--- src/rtl/hub75_scan_sequencer.sv ---
// -----------------------------------------------------------------------------
// hub75_scan_sequencer
//
// Purpose:
//   Sequences one sweep of a rotating HUB75 panel. A sweep walks the scan rows
//   0..SCAN_RATE-1 for a single angular slice. For each row the block requests
//   the row pair from the frame manager, offers the row to the HUB75 shifter,
//   waits for the shifter to finish, then blanks the panel while the row
//   address changes. When the sweep ends, the block waits for the IR angle
//   tracker to report a new slice and starts the next sweep.
//
//   The block also counts slices that were lost. A slice is lost when the
//   tracker jumps past the next slice (skip), or when the slice changes before
//   the current sweep has finished (overrun). The count saturates at 255.
//
// Ports:
//   clk_in        : system clock; all state changes on its rising edge
//   rst_in        : synchronous active-high reset
//   enable        : permits new sweeps to start; sampled only in IDLE/WAIT_THETA
//   dtheta        : current angular slice from the angle tracker
//   fetch_req     : row-pair request to the frame manager (held until fetch_ack)
//   fetch_row     : scan row being requested (stable while fetch_req=1)
//   fetch_theta   : slice being requested (stable while fetch_req=1)
//   fetch_ack     : one-cycle pulse, row data valid at the shifter input
//   row_tvalid    : row offered to the shifter (held until row_tready)
//   row_tready    : shifter accepts the row
//   row_done      : one-cycle pulse, shifter finished shifting and latching
//   row_addr      : HUB75 row address, changes only on entry to BLANK
//   blank         : forces panel OE inactive (BLANK and IDLE)
//   sweep_done    : one-cycle pulse when a sweep has finished
//   missed_sweeps : saturating count of skipped or overrun slices
// -----------------------------------------------------------------------------
module hub75_scan_sequencer #(
   parameter int SCAN_RATE      = 32,
   parameter int ROTATIONAL_RES = 256,
   parameter int BLANK_CYCLES   = 4
) (
   input  logic                              clk_in,
   input  logic                              rst_in,
   input  logic                              enable,
   input  logic [$clog2(ROTATIONAL_RES)-1:0] dtheta,
   output logic                              fetch_req,
   output logic [$clog2(SCAN_RATE)-1:0]      fetch_row,
   output logic [$clog2(ROTATIONAL_RES)-1:0] fetch_theta,
   input  logic                              fetch_ack,
   output logic                              row_tvalid,
   input  logic                              row_tready,
   input  logic                              row_done,
   output logic [$clog2(SCAN_RATE)-1:0]      row_addr,
   output logic                              blank,
   output logic                              sweep_done,
   output logic [7:0]                        missed_sweeps
);

   localparam int RW = $clog2(SCAN_RATE);
   localparam int TW = $clog2(ROTATIONAL_RES);

   localparam logic [RW-1:0] LAST_ROW   = RW'(SCAN_RATE - 1);
   localparam logic [TW-1:0] THETA_MAX  = TW'(ROTATIONAL_RES - 1);
   localparam logic [3:0]    BLANK_LAST = 4'(BLANK_CYCLES - 1);

   typedef enum logic [2:0] {
      ST_IDLE       = 3'd0,
      ST_FETCH      = 3'd1,
      ST_SEND       = 3'd2,
      ST_WAIT_DONE  = 3'd3,
      ST_BLANK      = 3'd4,
      ST_WAIT_THETA = 3'd5
   } state_t;

   // Slice that follows t; the top slice wraps to 0 so that a normal
   // revolution rollover is not mistaken for a skip.
   function automatic logic [TW-1:0] theta_succ(input logic [TW-1:0] t);
      logic [TW-1:0] r;
      if (t == THETA_MAX) begin
         r = {TW{1'b0}};
      end else begin
         r = t + TW'(1);
      end
      return r;
   endfunction

   // Registered state
   state_t          state_r;
   logic [RW-1:0]   row_cnt_r;
   logic [TW-1:0]   sweep_theta_r;
   logic [3:0]      blank_cnt_r;
   logic            overrun_seen_r;
   logic [7:0]      missed_r;
   logic            fetch_req_r;
   logic            row_tvalid_r;
   logic [RW-1:0]   row_addr_r;
   logic            blank_r;
   logic            sweep_done_r;

   // Next-state values
   state_t          state_nxt_s;
   logic [RW-1:0]   row_cnt_nxt_s;
   logic [TW-1:0]   theta_nxt_s;
   logic [3:0]      blank_cnt_nxt_s;
   logic            overrun_nxt_s;
   logic [7:0]      missed_nxt_s;
   logic [RW-1:0]   row_addr_nxt_s;
   logic            sweep_done_nxt_s;
   logic            skip_s;
   logic            in_sweep_s;
   logic            overrun_now_s;

   // Next-state, counters and slice-loss detection
   always_comb begin
      state_nxt_s      = state_r;
      row_cnt_nxt_s    = row_cnt_r;
      theta_nxt_s      = sweep_theta_r;
      blank_cnt_nxt_s  = blank_cnt_r;
      overrun_nxt_s    = overrun_seen_r;
      missed_nxt_s     = missed_r;
      row_addr_nxt_s   = row_addr_r;
      sweep_done_nxt_s = 1'b0;
      skip_s           = 1'b0;
      in_sweep_s       = 1'b0;
      overrun_now_s    = 1'b0;

      case (state_r)
         ST_IDLE: begin
            // First sweep after idling: nothing to compare against, so no
            // skip check here.
            if (enable) begin
               theta_nxt_s   = dtheta;
               row_cnt_nxt_s = {RW{1'b0}};
               overrun_nxt_s = 1'b0;
               state_nxt_s   = ST_FETCH;
            end else begin
               state_nxt_s   = ST_IDLE;
            end
         end

         ST_FETCH: begin
            in_sweep_s = 1'b1;
            if (fetch_ack) begin
               state_nxt_s = ST_SEND;
            end else begin
               state_nxt_s = ST_FETCH;
            end
         end

         ST_SEND: begin
            in_sweep_s = 1'b1;
            // row_tvalid is always 1 in this state, so tready alone accepts.
            if (row_tready) begin
               state_nxt_s = ST_WAIT_DONE;
            end else begin
               state_nxt_s = ST_SEND;
            end
         end

         ST_WAIT_DONE: begin
            in_sweep_s = 1'b1;
            if (row_done) begin
               row_addr_nxt_s  = row_cnt_r;
               blank_cnt_nxt_s = 4'd0;
               state_nxt_s     = ST_BLANK;
            end else begin
               state_nxt_s     = ST_WAIT_DONE;
            end
         end

         ST_BLANK: begin
            in_sweep_s = 1'b1;
            // blank_cnt_r runs 0..BLANK_CYCLES-1, one count per blank cycle.
            if (blank_cnt_r == BLANK_LAST) begin
               if (row_cnt_r == LAST_ROW) begin
                  sweep_done_nxt_s = 1'b1;
                  state_nxt_s      = ST_WAIT_THETA;
               end else begin
                  row_cnt_nxt_s    = row_cnt_r + RW'(1);
                  state_nxt_s      = ST_FETCH;
               end
            end else begin
               blank_cnt_nxt_s = blank_cnt_r + 4'd1;
               state_nxt_s     = ST_BLANK;
            end
         end

         ST_WAIT_THETA: begin
            if (!enable) begin
               state_nxt_s = ST_IDLE;
            end else if (dtheta != sweep_theta_r) begin
               skip_s        = (dtheta != theta_succ(sweep_theta_r));
               theta_nxt_s   = dtheta;
               row_cnt_nxt_s = {RW{1'b0}};
               overrun_nxt_s = 1'b0;
               state_nxt_s   = ST_FETCH;
            end else begin
               state_nxt_s   = ST_WAIT_THETA;
            end
         end

         default: begin
            state_nxt_s = ST_IDLE;
         end
      endcase

      // A slice change while the sweep is still running is charged once per
      // sweep; the sweep itself carries on with the latched slice.
      if (in_sweep_s && !overrun_seen_r && (dtheta != sweep_theta_r)) begin
         overrun_now_s = 1'b1;
         overrun_nxt_s = 1'b1;
      end else begin
         overrun_now_s = 1'b0;
      end

      // Skip and overrun on the same edge still count as one lost slice.
      if ((skip_s || overrun_now_s) && (missed_r != 8'hFF)) begin
         missed_nxt_s = missed_r + 8'd1;
      end else begin
         missed_nxt_s = missed_r;
      end
   end

   // State, counters and registered outputs
   always_ff @(posedge clk_in) begin
      if (rst_in) begin
         state_r        <= ST_IDLE;
         row_cnt_r      <= {RW{1'b0}};
         sweep_theta_r  <= {TW{1'b0}};
         blank_cnt_r    <= 4'd0;
         overrun_seen_r <= 1'b0;
         missed_r       <= 8'd0;
         fetch_req_r    <= 1'b0;
         row_tvalid_r   <= 1'b0;
         row_addr_r     <= {RW{1'b0}};
         blank_r        <= 1'b1;
         sweep_done_r   <= 1'b0;
      end else begin
         state_r        <= state_nxt_s;
         row_cnt_r      <= row_cnt_nxt_s;
         sweep_theta_r  <= theta_nxt_s;
         blank_cnt_r    <= blank_cnt_nxt_s;
         overrun_seen_r <= overrun_nxt_s;
         missed_r       <= missed_nxt_s;
         // Outputs are decoded from the next state so they line up with the
         // state register while still coming straight out of flops.
         fetch_req_r    <= (state_nxt_s == ST_FETCH);
         row_tvalid_r   <= (state_nxt_s == ST_SEND);
         row_addr_r     <= row_addr_nxt_s;
         blank_r        <= (state_nxt_s == ST_BLANK) || (state_nxt_s == ST_IDLE);
         sweep_done_r   <= sweep_done_nxt_s;
      end
   end

   assign fetch_req     = fetch_req_r;
   assign fetch_row     = row_cnt_r;
   assign fetch_theta   = sweep_theta_r;
   assign row_tvalid    = row_tvalid_r;
   assign row_addr      = row_addr_r;
   assign blank         = blank_r;
   assign sweep_done    = sweep_done_r;
   assign missed_sweeps = missed_r;

endmodule

--- config.mk ---
export PLATFORM = sky130hd
export DESIGN_NAME = hub75_scan_sequencer
export DESIGN_NICKNAME = d
export VERILOG_FILES = /design/src/rtl/hub75_scan_sequencer.sv
export SDC_FILE = /design/constraint.sdc
export NUM_CORES = 1
export LEC_CHECK = 0
export ABC_AREA = 0
export CORE_ASPECT_RATIO = 0.7
export CORE_MARGIN = 3
export CORE_UTILIZATION = 40
export CTS_CLUSTER_SIZE = 12
export DETAILED_ROUTE_END_ITERATION = 10
export SETUP_SLACK_MARGIN = 0.2
export SLEW_MARGIN = 20
export SYNTH_ARGS = -nofsm -noshare
export SYNTH_HDL_FRONTEND = slang
export SYNTH_SLANG_ARGS = --single-unit
--- constraint.sdc ---
create_clock -name clk_in -period 2.69 [get_ports clk_in]
set_input_delay 0.538 -clock clk_in [delete_from_list [all_inputs] [get_ports clk_in]]
set_output_delay 0.538 -clock clk_in [all_outputs]
set_load 0.01 [all_outputs]
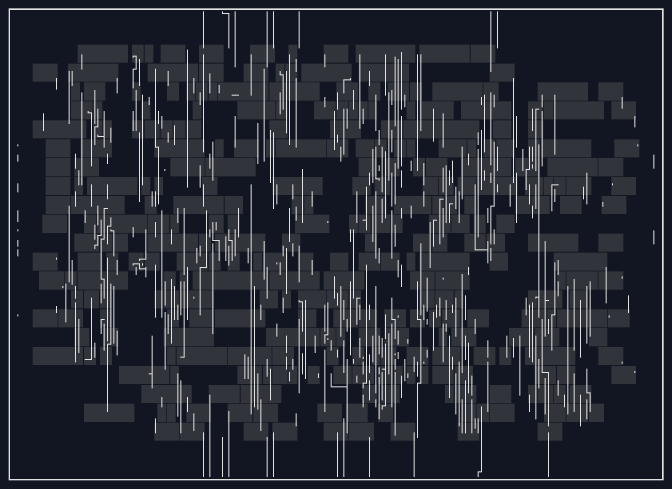
Figure 1: run 1, metal 2.
share of all routed wire: 37%
main direction: vertical
wire length on this layer: 2020 µm
longest straight run: 33.0 µm
nets with wire on the layer: 258
GR Util met2: 23.7%
routed vias: 2031
DRT Wirelength: 5410 µm

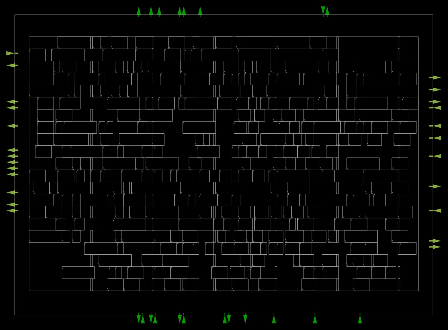
Figure 2: run 1, placed standard cells.
post-layout utilization of the core: 59.7%
sequential portion of the cell area: 25.7%
seq_cells: 38
Core Box Area: 0.00499 mm²
# Taps: 69

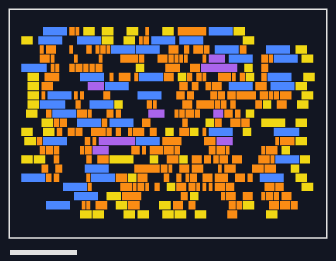
Figure 3: run 1, cells colored by class.
Bar = 20 µm.
[remaining buffers and delay cells] yellow | cells: 63 | share of their area: 21%
[clock drivers and dummy loads] purple | cells: 8 | share of their area: 4.8%
[sequential cells] blue | cells: 38 | share of their area: 26%
[combinational and other logic] orange | cells: 207 | share of their area: 48%

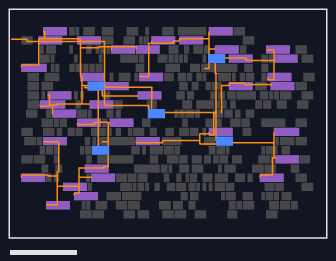
Figure 4: run 1, clock network drawn from the DEF.
Bar = 20 µm.
[clock wires] orange | length: 544 µm
[flip-flops] purple | count: 38
[clock drivers] blue | count: 5
flops lie: widely spread
Power Clock: 592 µW
Setup Skew: 6.30 ps
clock share of power: 36.4%
Late-Pin Clk Latency: 300 ps

==> reports/results.ini, run 1 <==
[outcome]
status = completed

[pwr]
ir_worst_vdd_v = 0.000252
p_leak_uw = 0.00116
p_sw_uw = 447
swShare_pct = 27.4
p_int_uw = 1180
powerDensity_mw_per_mm2 = 547
p_seq_share_pct = 39.6
combinationalPowerShare_pct = 24.0

[synthesis]
async_flop_share_pct = 0
simple_gate_area_share_pct = 26.2
netlist_logic_family_top = simple AND/OR/NAND/NOR gates
ys_sh_mux_pct = 5.56
yosys_warnings = 0
synth_top_cell_by_area = dfxtp_1
synth_top_area_share_pct = 35.2
fp_nets = 279
synth_seq_share_pct = 35.2
synth_stat.cells = 260
ys_top_cells_by_count = 38 x dfxtp_1, 26 x nor2_1, 21 x a21oi_1
ys_ff = 38
top_cell = dfxtp_1
yosys_area_mm2 = 0.00216

[worst_setup_path]
endpoint = missed_sweeps[0]
max_stage_delay_ps = 560
worstSetupPathType = in -> reg
endpoint_kind = flip-flop
cp_max_fo = 11
r2r_setup_slack_ps = 340
cp.depth = 9
path_buffers = 2
critPathArrivalTime_ps = 2650
reg2reg_depth = 8

[sta]
finalSetupViolations = 0
hold_violations = 0
fmax_mhz = 407
rsz0062_at_grt = no
fin_tns_setup_ps = 0
whs_ps = 457

[drt]
drtIter0Drc = 107
top_layer = met4
drc = 0
wire_per_inst_um = 14.0
routed_via_density = 5.28
firstDrtPassIters = 4

[global_route]
grt_antenna_before_repair = 0
busiest_layer = met1
use_met1_pct = 28.0
met3_usage_pct = 3.67
overflow = 0
grt_pass1_wl_um = 8800
grt_pass1_vias = 1829
gr-usage-all-layers_pct = 17.8

[cts]
cts_tree = done
numCtsBuffers = 5
cts.clk_slew.worst_paths_ps = 80
clock-root-buffer = clkbuf_8
hold_buffers = 0
post_cts_buffers = 0
cts_resized = 2

[layout]
comb_area_mm2 = 0.00136
sh_comb_area_pct = 45.6
fin_cells = 385
drive_gt1_share_pct = 13.3
fillers = 464
n_all_inverters = 7
largestClassByArea = logic gates
n_antenna_cell = 0
num-clock-buffers = 5
buffer_area_share_pct = 20.4
nNetsFinal = 334
flop_area_um2 = 764

[placed_design]
dp_cells = 377
pre_cts_slack_ps = -174
place_area_mm2 = 0.00277

[floorplan]
initial_core_util_pct = 43.3
die_w_um = 93.8
fp.dieH_um = 67.5
pin_count = 44

[min_path]
hp-start = row_addr[0]

[job]
warning_count = 26

[run 1: power by group through the flow]
| stage | logic (µW) | clock network (µW) | registers, µW |
|---|---|---|---|
| finish | 391 | 592 | 645 |
| global route | 422 | 621 | 652 |
| CTS | 378 | 606 | 643 |
| detailed placement | 375 | 0 | 655 |
| global placement | 373 | 0 | 655 |
| floorplan | 201 | 0 | 656 |
[run 1: placed cells by master, fill, tap and decap left out, types with 5 or more instances in the layout]
master / instances
clkdlybuf4s50_1: 41
dfxtp_1: 35
nor2_1: 26
a21oi_1: 20
nand2_1: 18
buf_4: 18
nand3_1: 12
mux2i_1: 12
xnor2_1: 11
and3_1: 8
or3_1: 7
inv_1: 7
o21ai_0: 7
nor2b_1: 5
o21ai_1: 5
nor3_1: 5
clkbuf_8: 5
==> run 2, diff against run 1 <==
==> constraint.sdc (replaced) <==
create_clock -name clk_in -period 2.69 [get_ports clk_in]
set_input_delay 0.538 -clock clk_in [delete_from_list [all_inputs] [get_ports clk_in]]
set_output_delay 0.538 -clock clk_in [all_outputs]
set_load 0.005 [all_outputs]
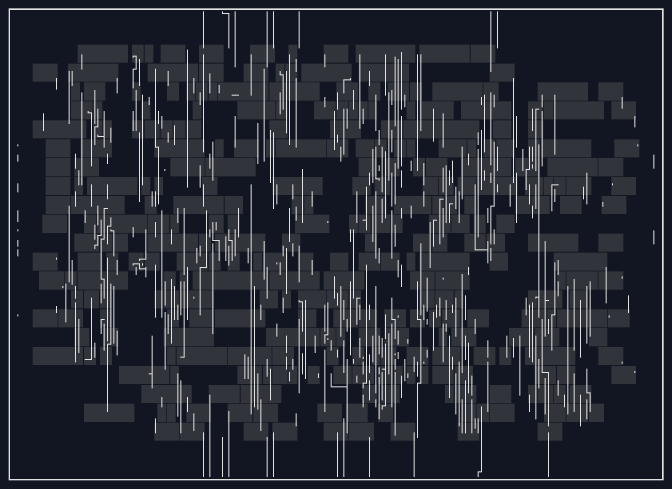
Figure 5: run 2, metal 2.
longest straight run: 33.0 µm
main direction: vertical
wire length on this layer: 2020 µm

==> run 2 against run 1 <==
Global-route usage did not move. Fmax did not move. Clock skew did not move. Critical path type unchanged. Clock-buffer cell count did not move.
==> reports/results.ini, run 2 <==
[layout]
fin_cells = 385  ; unchanged
flop_area_um2 = 764  ; unchanged
drive_gt1_share_pct = 13.3  ; unchanged
fillers = 464  ; unchanged
layout_top_cell = clkdlybuf4s50_1
final_util_pct = 59.7  ; unchanged
mostFrequentLayoutCells = 41 x clkdlybuf4s50_1, 35 x dfxtp_1, 26 x nor2_1

[synthesis]
yosys_area_mm2 = 0.00216  ; unchanged
synth_stat.cells = 260  ; unchanged
synth_seq_share_pct = 35.2  ; unchanged
ys_top_cells_by_count = 38 x dfxtp_1, 26 x nor2_1, 21 x a21oi_1

[cts]
numCtsBuffers = 5  ; unchanged
cts.clk_slew.worst_paths_ps = 80  ; about the same
clock-root-buffer = clkbuf_8

[pwr]
combinationalPowerShare_pct = 23.5  ; -0.5 points
power_leader = sequential cells
p_int_uw = 1180  ; about the same
p_sw_uw = 437  ; -2.3%
ir_worst_vdd_v = 0.000247  ; -1.9%
comb-power_uw = 381  ; -3%
powerDensity_mw_per_mm2 = 543  ; -0.66%
powerClk_uw = 592  ; about the same
pg_seq_uw = 645  ; about the same

[drt]
firstDrtPassIters = 4  ; unchanged
drc = 0  ; unchanged

[worst_setup_path]
path_buffers = 2  ; unchanged
cp_max_fo = 11  ; unchanged
worstSetupPathType = in -> reg

[placed_design]
place_area_mm2 = 0.00277  ; unchanged

[min_path]
hp-start = row_addr[0]

[floorplan]
pin_count = 44  ; unchanged

[sta]
finClkSkew_ps = 6.30  ; unchanged

[global_route]
overflow = 0  ; unchanged
grt_pass1_wl_um = 8800  ; unchanged
gr-usage-all-layers_pct = 17.8  ; unchanged

[outcome]
status = completed

[run 2: per-layer routing]
layer / vias up / global-route usage (%)
met5: - / 0
met4: 0 / 5.05
met3: 7 / 3.67
met2: 67 / 23.7
met1: 912 / 28.0
li1: 1045 / -
[run 2: layout make-up]
class | count | share of cell area [%]
timing repair buffer | 63 | 20.4
inverter | 7 | 0.882
clock inverter | 3 | 2.31
tap | 69 | 2.90
clock buffer | 5 | 2.31
multi-input combinational | 200 | 45.6
sequential | 38 | 25.7
[run 2: cells by family (layout without fill, tap and decap cells)]
kind of cell,Yosys count,count (layout),share of synthesized area (%)
simple gates,105,105,26.2
compound gates,61,61,18.2
flops,38,38,35.2
buf+inv,22,78,5.04
xor+xnor,17,17,6.89
mux,12,12,5.56
fa+ha+maj,5,5,2.90
Power is estimated from default activity; no workload was simulated.
